==> src/rtl/pc_pkg.sv <==
// -----------------------------------------------------------------------------
// pc_pkg
// Shared definitions for the program-counter unit:
//   - pcState_e : fetch-front FSM state (boot, run, flush bubble)
//   - XLEN_DEF / STEP_DEF : default PC width and sequential step
//   - align_mask : mask that clears the low alignment bits of an address
// -----------------------------------------------------------------------------
package pc_pkg;

    typedef enum logic [1:0] {
        PC_BOOT  = 2'd0,
        PC_RUN   = 2'd1,
        PC_FLUSH = 2'd2
    } pcState_e;

    localparam int unsigned XLEN_DEF = 8;
    localparam int unsigned STEP_DEF = 4;

    // Produced 64 bits wide so callers of any XLEN up to 64 can truncate it.
    function automatic logic [63:0] align_mask(input int unsigned alignBits);
        return ~((64'd1 << alignBits) - 64'd1);
    endfunction

endpackage

==> src/rtl/pc_unit_adder.sv <==
// -----------------------------------------------------------------------------
// pc_adder
// Sequential PC incrementer: sum = pc + STEP modulo 2^XLEN, with the carry
// out exposed so the caller can flag an address-space wrap.
// Ports:
//   i_pc    in  XLEN  current PC
//   o_sum   out XLEN  pc + STEP, truncated
//   o_carry out 1     carry out of the addition
// -----------------------------------------------------------------------------
module pc_adder #(
    parameter int unsigned XLEN = 8,
    parameter int unsigned STEP = 4
) (
    input  logic [XLEN-1:0] i_pc,
    output logic [XLEN-1:0] o_sum,
    output logic            o_carry
);

    localparam logic [XLEN:0] STEP_EXT = (XLEN+1)'(STEP);

    // One extra bit of width captures the carry out of the top PC bit.
    assign {o_carry, o_sum} = {1'b0, i_pc} + STEP_EXT;

endmodule

==> src/rtl/pc_unit.sv <==
// -----------------------------------------------------------------------------
// pc_unit
// Program counter at the front of the fetch stage: sequential increment,
// branch/jump redirect, trap redirect, exception-PC capture, boot sequencing,
// stall and post-redirect bubble cycles.
// Ports:
//   clk             in  1     rising-edge clock
//   rst_n           in  1     asynchronous active-low reset
//   stall           in  1     hold PC this cycle (RUN only)
//   redirect_valid  in  1     branch/jump taken
//   redirect_target in  XLEN  branch/jump target
//   trap_valid      in  1     trap request
//   trap_vec        in  XLEN  trap handler base
//   pc              out XLEN  current fetch PC
//   pc_next_seq     out XLEN  pc + STEP (wraps)
//   pc_valid        out 1     pc is a valid fetch address this cycle
//   epc             out XLEN  PC captured at the last trap
//   misalign_fault  out 1     pulse: misaligned redirect target seen
//   wrap            out 1     pulse: sequential increment wrapped
// -----------------------------------------------------------------------------
module pc_unit
    import pc_pkg::*;
#(
    parameter int unsigned     XLEN         = XLEN_DEF,
    parameter int unsigned     STEP         = STEP_DEF,
    parameter logic [XLEN-1:0] RESET_VEC    = '0,
    parameter int unsigned     ALIGN_BITS   = 2,
    parameter int unsigned     FLUSH_CYCLES = 1
) (
    input  logic            clk,
    input  logic            rst_n,
    input  logic            stall,
    input  logic            redirect_valid,
    input  logic [XLEN-1:0] redirect_target,
    input  logic            trap_valid,
    input  logic [XLEN-1:0] trap_vec,
    output logic [XLEN-1:0] pc,
    output logic [XLEN-1:0] pc_next_seq,
    output logic            pc_valid,
    output logic [XLEN-1:0] epc,
    output logic            misalign_fault,
    output logic            wrap
);

    localparam logic [XLEN-1:0] ALIGN_MASK = XLEN'(align_mask(ALIGN_BITS));
    // A misaligned reset vector is silently rounded down to a legal address.
    localparam logic [XLEN-1:0] RESET_PC   = RESET_VEC & ALIGN_MASK;
    localparam logic [2:0]      FLUSH_LOAD = 3'(FLUSH_CYCLES);
    localparam bit              HAS_FLUSH  = (FLUSH_CYCLES != 0);

    pcState_e        r_state;
    pcState_e        w_stateNext;
    logic [XLEN-1:0] r_pc;
    logic [XLEN-1:0] w_pcNext;
    logic [XLEN-1:0] r_epc;
    logic [XLEN-1:0] w_epcNext;
    logic [2:0]      r_flushCnt;
    logic [2:0]      w_flushCntNext;
    logic            r_misalign;
    logic            w_misalignNext;
    logic            r_wrap;
    logic            w_wrapNext;

    logic [XLEN-1:0] w_pcSum;
    logic            w_pcCarry;
    logic            w_targetMisaligned;
    logic [XLEN-1:0] w_trapTarget;

    pc_adder #(
        .XLEN (XLEN),
        .STEP (STEP)
    ) u_adder (
        .i_pc    (r_pc),
        .o_sum   (w_pcSum),
        .o_carry (w_pcCarry)
    );

    assign w_targetMisaligned = |(redirect_target & ~ALIGN_MASK);
    assign w_trapTarget       = trap_vec & ALIGN_MASK;

    always_ff @(posedge clk or negedge rst_n) begin
        if (!rst_n) begin
            r_state    <= PC_BOOT;
            r_pc       <= RESET_PC;
            r_epc      <= '0;
            r_flushCnt <= '0;
            r_misalign <= 1'b0;
            r_wrap     <= 1'b0;
        end else begin
            r_state    <= w_stateNext;
            r_pc       <= w_pcNext;
            r_epc      <= w_epcNext;
            r_flushCnt <= w_flushCntNext;
            r_misalign <= w_misalignNext;
            r_wrap     <= w_wrapNext;
        end
    end

    // Next-state logic. A misaligned redirect is turned into a trap so the
    // fetch stage never sees an illegal address. Redirects and traps are
    // honoured identically in RUN and FLUSH; only BOOT ignores them.
    always_comb begin
        w_stateNext    = r_state;
        w_pcNext       = r_pc;
        w_epcNext      = r_epc;
        w_flushCntNext = r_flushCnt;
        w_misalignNext = 1'b0;
        w_wrapNext     = 1'b0;

        case (r_state)
            PC_BOOT: begin
                w_stateNext = PC_RUN;
            end

            PC_RUN, PC_FLUSH: begin
                if (trap_valid || (redirect_valid && w_targetMisaligned)) begin
                    w_pcNext       = w_trapTarget;
                    w_epcNext      = r_pc;
                    w_misalignNext = !trap_valid;
                end else if (redirect_valid) begin
                    w_pcNext = redirect_target;
                end

                if (trap_valid || redirect_valid) begin
                    w_flushCntNext = FLUSH_LOAD;
                    w_stateNext    = HAS_FLUSH ? PC_FLUSH : PC_RUN;
                end else if (r_state == PC_FLUSH) begin
                    // Counter holds the bubbles still owed including this one.
                    w_flushCntNext = r_flushCnt - 3'd1;
                    if (r_flushCnt <= 3'd1) begin
                        w_stateNext = PC_RUN;
                    end
                end else if (!stall) begin
                    w_pcNext   = w_pcSum;
                    w_wrapNext = w_pcCarry;
                end
            end

            default: begin
                w_stateNext = PC_BOOT;
            end
        endcase
    end

    assign pc             = r_pc;
    assign pc_next_seq    = w_pcSum;
    assign pc_valid       = (r_state == PC_RUN);
    assign epc            = r_epc;
    assign misalign_fault = r_misalign;
    assign wrap           = r_wrap;

endmodule

==> config.mk <==
export PLATFORM = sky130hd
export DESIGN_NAME = pc_unit
export DESIGN_NICKNAME = d
export VERILOG_FILES = /design/src/rtl/pc_pkg.sv /design/src/rtl/pc_unit_adder.sv /design/src/rtl/pc_unit.sv
export SDC_FILE = /design/constraint.sdc
export NUM_CORES = 1
export LEC_CHECK = 0
export CORE_MARGIN = 5
export CORE_UTILIZATION = 48
export CTS_CLUSTER_SIZE = 8
export DETAILED_ROUTE_END_ITERATION = 8
export GPL_TIMING_DRIVEN = 1
export HOLD_SLACK_MARGIN = 0.05
export PLACE_DENSITY_LB_ADDON = 0.25
export REMOVE_ABC_BUFFERS = 1
export SLEW_MARGIN = 0
export SYNTH_ARGS = -nofsm -noshare
export SYNTH_HDL_FRONTEND = slang
export SYNTH_SLANG_ARGS = --single-unit
==> constraint.sdc <==
create_clock -name clk -period 3.8 [get_ports clk]
set_input_delay 0.38 -clock clk [delete_from_list [all_inputs] [get_ports clk]]
set_output_delay 0.38 -clock clk [all_outputs]
set_load 0.02 [all_outputs]
### Cells coloured by class

Scale bar: 20 um.
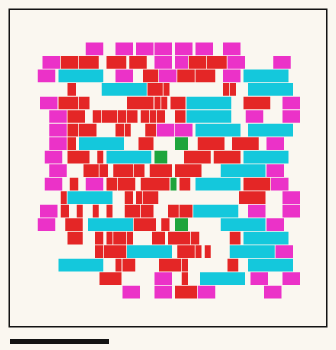
- red: all other logic (cells 93; share of their area 41%)
- magenta: other buffers and delay cells (cells 46; share of their area 25%)
- green: clock drivers and dummy loads (cells 4; share of their area 1.5%)
- cyan: flip-flops (cells 23; share of their area 32%)
CORE AREA: 0.00276 mm^2
Design Area, Final: 0.00184 mm^2
Seq/total area: 0.312

### Drive-strength map

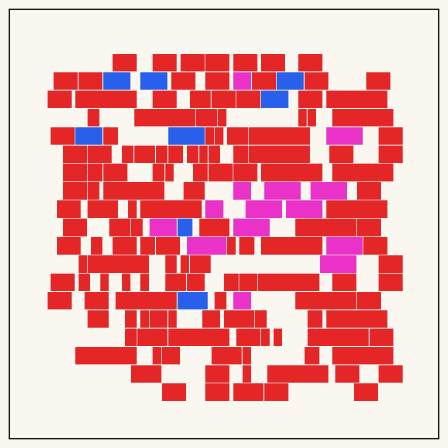
- red: drive 1 or less (cells 144; share 87%)
- blue: drive 2 (cells 8; share 4.8%)
- magenta: drive 3 to 4 (cells 14; share 8.4%)

==> flow_summary.json <==
{
  "crit_type": "flip-flop to primary output",
  "final-clk-cell-share": 0.0143,
  "drt_iter0_markers": 28,
  "powerSeq_mw": 0.440,
  "setup_ws_ns": 1.34,
  "clkLatencyLatePin_ns": 0.30,
  "rsz0062_at_grt": "false",
  "buf_share": 0.248,
  "grtUsageTotal": 0.156,
  "top_layer": "met4",
  "diodes": 0,
  "io_buffer_count": 45,
  "crit_cells": 4,
  "grt_pass1_vias": 1151,
  "pwr-share-seq": 0.301,
  "std_cell_rows": 19,
  "crit_buf_inv": 1,
  "vdd_drop_max_uv": 606,
  "vias_per_cell": 5.46,
  "layout_top_cell": "clkdlybuf4s50_1",
  "cts_tree": "done",
  "p_per_area_mw_per_mm2": 793,
  "comb.multi_input.count": 86,
  "post-route-drc-count": 0,
  "finalNetCount": 195,
  "place_congestion": 0.855,
  "clock-root-buffer": "clkbuf_4",
  "fillers": 225,
  "reg2reg_from": "r_state[1]",
  "dr_wl_met3_um": 197,
  "met1Wirelength_mm": 1.37,
  "synthMuxAreaShare": 0.179,
  "placedInstanceArea_mm2": 0.00182,
  "die_h_um": 63.6,
  "outcome": "completed",
  "r2r_cells": 6,
  "worst_path_max_delay_cell": "clkdlybuf4s50_1",
  "hp-class": "flip-flop to flip-flop"
}
### Routed metal per tile

Scale bar: 20 um. 13 x 13 tiles, from dark purple (low) to yellow (high), scaled to the fullest tile. Values are wire area over tile area, all layers added.
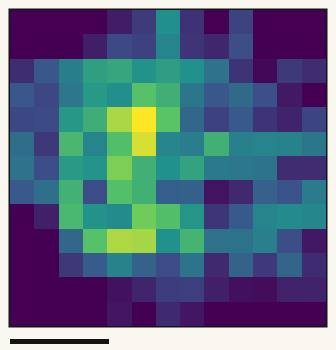
- densest ninth of the die: centre
- emptiest ninth of the die: upper right
- tiles over half the peak: 21%
- mean over tiles: 0.12
Routed WL: 3.13 mm
wire length per cell: 15.9 um
DR vias: 1,075

Power figures rest on the tool's default switching activity, not on a simulated workload.
